### src/rtl/axis_atomic_fi_if.sv
// Signal bundle for the two-channel fan-in: two input streams and one combined output stream.
// The slave modport is the fan-in's own view; master is the view of whatever drives and drains it.
interface axis_atomic_fi_if #(
    parameter int CHA_BITS = 8,
    parameter int CHB_BITS = 8
);
    logic                         s_axis_cha_tready;
    logic                         s_axis_cha_tvalid;
    logic [CHA_BITS-1:0]          s_axis_cha_tdata;
    logic                         s_axis_chb_tready;
    logic                         s_axis_chb_tvalid;
    logic [CHB_BITS-1:0]          s_axis_chb_tdata;
    logic                         m_axis_comb_tready;
    logic                         m_axis_comb_tvalid;
    logic [CHA_BITS+CHB_BITS-1:0] m_axis_comb_tdata;
    logic [1:0]                   m_axis_comb_tuser;

    modport slave (
        output s_axis_cha_tready,
        input  s_axis_cha_tvalid, s_axis_cha_tdata,
        output s_axis_chb_tready,
        input  s_axis_chb_tvalid, s_axis_chb_tdata,
        input  m_axis_comb_tready,
        output m_axis_comb_tvalid, m_axis_comb_tdata, m_axis_comb_tuser
    );

    modport master (
        input  s_axis_cha_tready,
        output s_axis_cha_tvalid, s_axis_cha_tdata,
        input  s_axis_chb_tready,
        output s_axis_chb_tvalid, s_axis_chb_tdata,
        output m_axis_comb_tready,
        input  m_axis_comb_tvalid, m_axis_comb_tdata, m_axis_comb_tuser
    );
endinterface

### src/rtl/axis_atomic_fi.sv
// Two-channel AXI-Stream fan-in: pairs channel A/B words into {chb,cha} with a presence mask,
// emitting a lone word by itself once it has waited WAIT_CYCLES for its partner.
module axis_atomic_fi #(
    parameter int CHA_BITS    = 8,
    parameter int CHB_BITS    = 8,
    parameter int WAIT_CYCLES = 4,
    parameter int WAIT_BITS   = 8,
    parameter int STAT_BITS   = 16
) (
    input  logic                 s_ul_clk,
    input  logic                 reset,
    axis_atomic_fi_if.slave      bus,
    output logic [STAT_BITS-1:0] stat_partial_cnt
);

    localparam int                   COMB_BITS = CHA_BITS + CHB_BITS;
    localparam logic [WAIT_BITS-1:0] WAIT_MAX  = WAIT_BITS'(WAIT_CYCLES);
    localparam logic [STAT_BITS-1:0] STAT_MAX  = {STAT_BITS{1'b1}};

    logic                 hold_a_v_q, hold_a_v_d;
    logic [CHA_BITS-1:0]  hold_a_d_q, hold_a_d_d;
    logic                 hold_b_v_q, hold_b_v_d;
    logic [CHB_BITS-1:0]  hold_b_d_q, hold_b_d_d;
    logic [WAIT_BITS-1:0] wait_cnt_q, wait_cnt_d;
    logic                 out_valid_q, out_valid_d;
    logic [COMB_BITS-1:0] out_data_q, out_data_d;
    logic [1:0]           out_user_q, out_user_d;
    logic [STAT_BITS-1:0] stat_q, stat_d;
    logic                 out_free_s;
    logic                 lone_s;
    logic                 go_s;

    // Next-state logic for holds, wait counter, output register and statistics.
    always_comb begin
        out_free_s = ~out_valid_q | bus.m_axis_comb_tready;
        lone_s     = hold_a_v_q ^ hold_b_v_q;
        go_s       = out_free_s & ((hold_a_v_q & hold_b_v_q) | (lone_s & (wait_cnt_q == WAIT_MAX)));

        hold_a_v_d  = hold_a_v_q;
        hold_a_d_d  = hold_a_d_q;
        hold_b_v_d  = hold_b_v_q;
        hold_b_d_d  = hold_b_d_q;
        wait_cnt_d  = wait_cnt_q;
        out_valid_d = out_valid_q;
        out_data_d  = out_data_q;
        out_user_d  = out_user_q;
        stat_d      = stat_q;

        // A hold being emitted has tready low this cycle, so it cannot also load.
        if (go_s && hold_a_v_q) begin
            hold_a_v_d = 1'b0;
        end else if (bus.s_axis_cha_tvalid && !hold_a_v_q) begin
            hold_a_v_d = 1'b1;
            hold_a_d_d = bus.s_axis_cha_tdata;
        end else begin
            hold_a_v_d = hold_a_v_q;
        end

        if (go_s && hold_b_v_q) begin
            hold_b_v_d = 1'b0;
        end else if (bus.s_axis_chb_tvalid && !hold_b_v_q) begin
            hold_b_v_d = 1'b1;
            hold_b_d_d = bus.s_axis_chb_tdata;
        end else begin
            hold_b_v_d = hold_b_v_q;
        end

        if (go_s || !lone_s) begin
            wait_cnt_d = {WAIT_BITS{1'b0}};
        end else if (wait_cnt_q != WAIT_MAX) begin
            wait_cnt_d = wait_cnt_q + WAIT_BITS'(1);
        end else begin
            wait_cnt_d = wait_cnt_q;
        end

        if (go_s) begin
            out_valid_d = 1'b1;
            out_data_d  = {hold_b_v_q ? hold_b_d_q : {CHB_BITS{1'b0}},
                           hold_a_v_q ? hold_a_d_q : {CHA_BITS{1'b0}}};
            out_user_d  = {hold_b_v_q, hold_a_v_q};
        end else if (bus.m_axis_comb_tready) begin
            out_valid_d = 1'b0;
        end else begin
            out_valid_d = out_valid_q;
        end

        if (go_s && lone_s && (stat_q != STAT_MAX)) begin
            stat_d = stat_q + STAT_BITS'(1);
        end else begin
            stat_d = stat_q;
        end
    end

    // State registers with synchronous reset.
    always_ff @(posedge s_ul_clk) begin
        if (reset) begin
            hold_a_v_q  <= 1'b0;
            hold_a_d_q  <= {CHA_BITS{1'b0}};
            hold_b_v_q  <= 1'b0;
            hold_b_d_q  <= {CHB_BITS{1'b0}};
            wait_cnt_q  <= {WAIT_BITS{1'b0}};
            out_valid_q <= 1'b0;
            out_data_q  <= {COMB_BITS{1'b0}};
            out_user_q  <= 2'b00;
            stat_q      <= {STAT_BITS{1'b0}};
        end else begin
            hold_a_v_q  <= hold_a_v_d;
            hold_a_d_q  <= hold_a_d_d;
            hold_b_v_q  <= hold_b_v_d;
            hold_b_d_q  <= hold_b_d_d;
            wait_cnt_q  <= wait_cnt_d;
            out_valid_q <= out_valid_d;
            out_data_q  <= out_data_d;
            out_user_q  <= out_user_d;
            stat_q      <= stat_d;
        end
    end

    assign bus.s_axis_cha_tready  = ~hold_a_v_q;
    assign bus.s_axis_chb_tready  = ~hold_b_v_q;
    assign bus.m_axis_comb_tvalid = out_valid_q;
    assign bus.m_axis_comb_tdata  = out_data_q;
    assign bus.m_axis_comb_tuser  = out_user_q;
    assign stat_partial_cnt       = stat_q;

endmodule
### src/flat_wrapper.sv
// flat-port wrapper written by rule: the top's interface ports become plain ports
module axis_atomic_fi_flat 
#(
    parameter int CHA_BITS    = 8,
    parameter int CHB_BITS    = 8,
    parameter int WAIT_CYCLES = 4,
    parameter int WAIT_BITS   = 8,
    parameter int STAT_BITS   = 16
)
  (s_ul_clk, reset, stat_partial_cnt, bus_s_axis_cha_tready, bus_s_axis_cha_tvalid, bus_s_axis_cha_tdata, bus_s_axis_chb_tready, bus_s_axis_chb_tvalid, bus_s_axis_chb_tdata, bus_m_axis_comb_tready, bus_m_axis_comb_tvalid, bus_m_axis_comb_tdata, bus_m_axis_comb_tuser);
  axis_atomic_fi_if #(.CHA_BITS(CHA_BITS), .CHB_BITS(CHB_BITS)) bus_i ();
  input  logic s_ul_clk;
  input  logic reset;
  output logic [STAT_BITS-1:0] stat_partial_cnt;
  output wire logic [$bits(bus_i.s_axis_cha_tready)-1:0] bus_s_axis_cha_tready;
  input wire logic [$bits(bus_i.s_axis_cha_tvalid)-1:0] bus_s_axis_cha_tvalid;
  input wire logic [$bits(bus_i.s_axis_cha_tdata)-1:0] bus_s_axis_cha_tdata;
  output wire logic [$bits(bus_i.s_axis_chb_tready)-1:0] bus_s_axis_chb_tready;
  input wire logic [$bits(bus_i.s_axis_chb_tvalid)-1:0] bus_s_axis_chb_tvalid;
  input wire logic [$bits(bus_i.s_axis_chb_tdata)-1:0] bus_s_axis_chb_tdata;
  input wire logic [$bits(bus_i.m_axis_comb_tready)-1:0] bus_m_axis_comb_tready;
  output wire logic [$bits(bus_i.m_axis_comb_tvalid)-1:0] bus_m_axis_comb_tvalid;
  output wire logic [$bits(bus_i.m_axis_comb_tdata)-1:0] bus_m_axis_comb_tdata;
  output wire logic [$bits(bus_i.m_axis_comb_tuser)-1:0] bus_m_axis_comb_tuser;
  assign bus_s_axis_cha_tready = bus_i.s_axis_cha_tready;
  assign bus_i.s_axis_cha_tvalid = bus_s_axis_cha_tvalid;
  assign bus_i.s_axis_cha_tdata = bus_s_axis_cha_tdata;
  assign bus_s_axis_chb_tready = bus_i.s_axis_chb_tready;
  assign bus_i.s_axis_chb_tvalid = bus_s_axis_chb_tvalid;
  assign bus_i.s_axis_chb_tdata = bus_s_axis_chb_tdata;
  assign bus_i.m_axis_comb_tready = bus_m_axis_comb_tready;
  assign bus_m_axis_comb_tvalid = bus_i.m_axis_comb_tvalid;
  assign bus_m_axis_comb_tdata = bus_i.m_axis_comb_tdata;
  assign bus_m_axis_comb_tuser = bus_i.m_axis_comb_tuser;
  axis_atomic_fi #(.CHA_BITS(CHA_BITS), .CHB_BITS(CHB_BITS), .WAIT_CYCLES(WAIT_CYCLES), .WAIT_BITS(WAIT_BITS), .STAT_BITS(STAT_BITS)) u_core (.s_ul_clk(s_ul_clk), .reset(reset), .bus(bus_i), .stat_partial_cnt(stat_partial_cnt));
endmodule
### config.mk
export PLATFORM = sky130hd
export DESIGN_NAME = axis_atomic_fi_flat
export DESIGN_NICKNAME = d
export VERILOG_FILES = /design/src/rtl/axis_atomic_fi_if.sv /design/src/rtl/axis_atomic_fi.sv /design/src/flat_wrapper.sv
export SDC_FILE = /design/constraint.sdc
export NUM_CORES = 1
export LEC_CHECK = 0
export ABC_CLOCK_PERIOD_IN_PS = 2000
export CORE_MARGIN = 8
export CORE_UTILIZATION = 47
export DETAILED_ROUTE_END_ITERATION = 6
export PLACE_DENSITY = 0.74
export SLEW_MARGIN = 40
export SYNTH_ARGS = -nofsm -noshare
export SYNTH_HDL_FRONTEND = slang
export SYNTH_SLANG_ARGS = --single-unit
### constraint.sdc
create_clock -name s_ul_clk -period 2 [get_ports s_ul_clk]
set_input_delay 0.4 -clock s_ul_clk [delete_from_list [all_inputs] [get_ports s_ul_clk]]
set_output_delay 0.4 -clock s_ul_clk [all_outputs]
set_load 0.03 [all_outputs]
==> deck_impl_summary.md <==
Flow Results at a Glance

Drt
  – DR vias/cell: ~5.5
  – Final WL: approximately 6800 um
  – Met3 WL: around 420 um
  – Avg WL per Cell: about 15 um
  – # DRC: 0

GRT
  – Busiest grt layer: met2
  – First-pass GRT wire length: about 11000 um
  – Vias in the first global route: about 2400
  – Gr usage total: 0.159

Final timing
  – RSZ-0062 raised after global routing: false
  – Least-Margin Pin Slew: 0.554 ns
  – Max-slew headroom: 0.630
  – Setup Viol. Count Final: 0
  – Fmax: just over 500 MHz
  – Setup TNS: 0 ns

Synth
  – Post-synth regs: 61
  – Post-synth EDFFs: 0
  – Yosys synthesis chip area: between 0.002 and 0.003 mm^2
  – Area leader, netlist: dfxtp_1
  – Simple-Gate Area Share: 0.271
  – Yosys warning tally: 0
  – Most frequent cells after synthesis: dfxtp_1 (61), nor2_1 (39), nand4_1 (23)
  – Post-synth mux share: 0.115

Layout
  – Fillers: 507
  – Seq cells: 61
  – Plain + repair buffers: around 75
  – Layout area overhead: 33.3%
  – Logic share of the area: 0.395
  – Layout cells sized above 1: 0.135
  – Final Non-Filler Cells: about 450

Pwr
  – Combinational Power Share: 0.107
  – Comb pwr: about 300 uW
  – Peak VDD IR: around 0.44 mV

Floorplan
  – Ports: between 50 and 60
  – Chip width: about 94 um
  – Starting Density: 0.482
  – Chip area: 0.00877 mm^2

Setup path
  – Crit. Startpoint: u_core.hold_a_v_q$_SDFFE_PP0P_
  – Reg2reg setup slack: between 0.1 and 0.15 ns
  – CP arrival: between 1.5 and 2 ns
  – Largest delay share family, worst path: buffers and inverters
  – CP max-delay cell: clkdlybuf4s50_1
  – Reg2reg end: u_core.stat_partial_cnt[4]$_SDFFE_PP0P_

Job
  – Log Warnings: 27

Run status
  – Status: finished, final reports clean

Clock tree
  – # resized after CTS: 0
  – CTS H-tree depth: 3
  – CTS Hold Buffers Added: 0

Min path
  – Hold wc startpoint: u_core.hold_b_d_q[6]$_SDFFE_PP0P_
  – Hold Path End: u_core.bus.m_axis_comb_tdata[14]$_SDFFE_PP0P_
==> images/pdn.png <==
The bar under the picture is 20 um long. Pins as bars on the die edge.
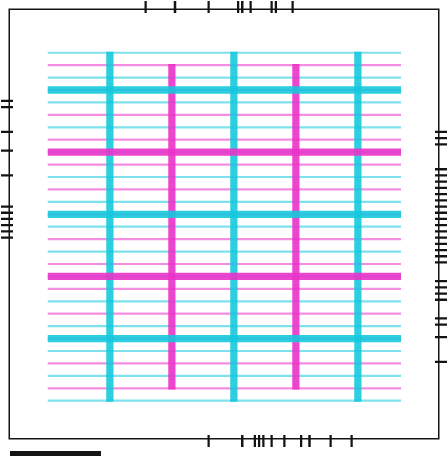
VSS -> cyan
VDD -> magenta
met1 rails = 29
met4 straps = 5
signal pins = 58

==> images/cell_classes.png <==
The bar under the picture is 20 um long.
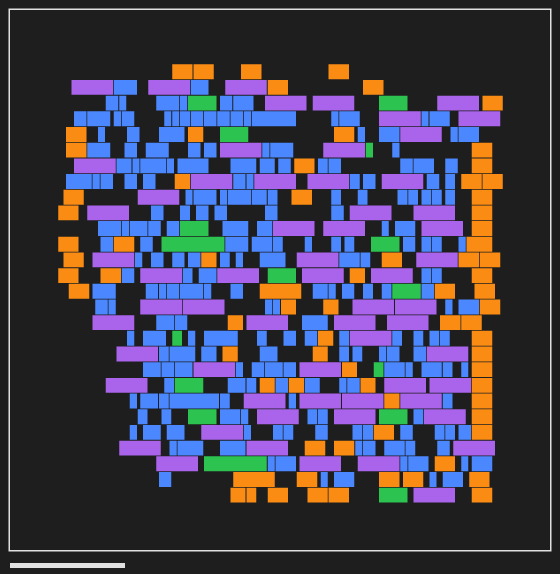
all other logic -> blue  # cells 226, share of their area 41%
clock drivers and dummy loads -> green  # cells 16, share of their area 6.1%
flip-flops -> purple  # cells 61, share of their area 33%
other buffers and delay cells -> orange  # cells 75, share of their area 20%
flop share of the area: 0.323
row cnt: 28
post-layout util: 0.642
core footprint: 0.00589 mm^2
design area: 0.00378 mm^2

==> images/clock_map.png <==
The bar under the picture is 20 um long.
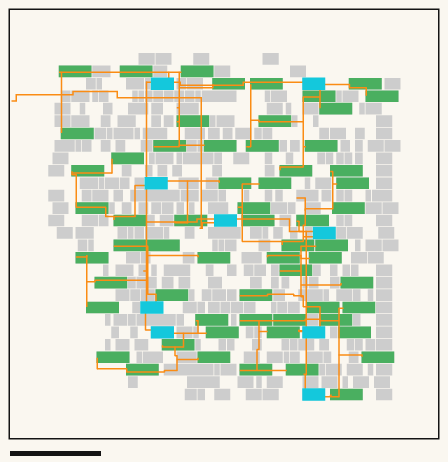
cells driving clock nets -> cyan  # count 9
clock wires -> orange  # length 795 um
flip-flops -> green  # count 61
routed clock nets = 10

==> images/metal_stack.png <==
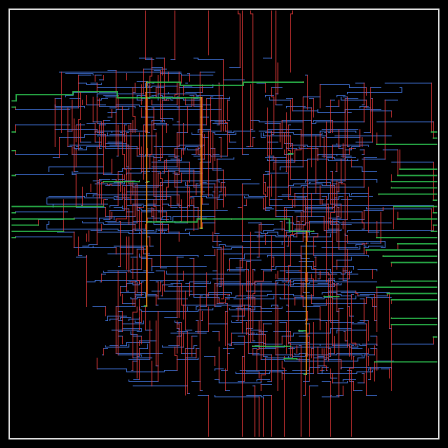
met4 -> orange  # wire length 109 um
met1 -> blue  # wire length 3280 um
met3 -> green  # wire length 422 um
met2 -> red  # wire length 2980 um

Power figures rest on the tool's default switching activity, not on a simulated workload.
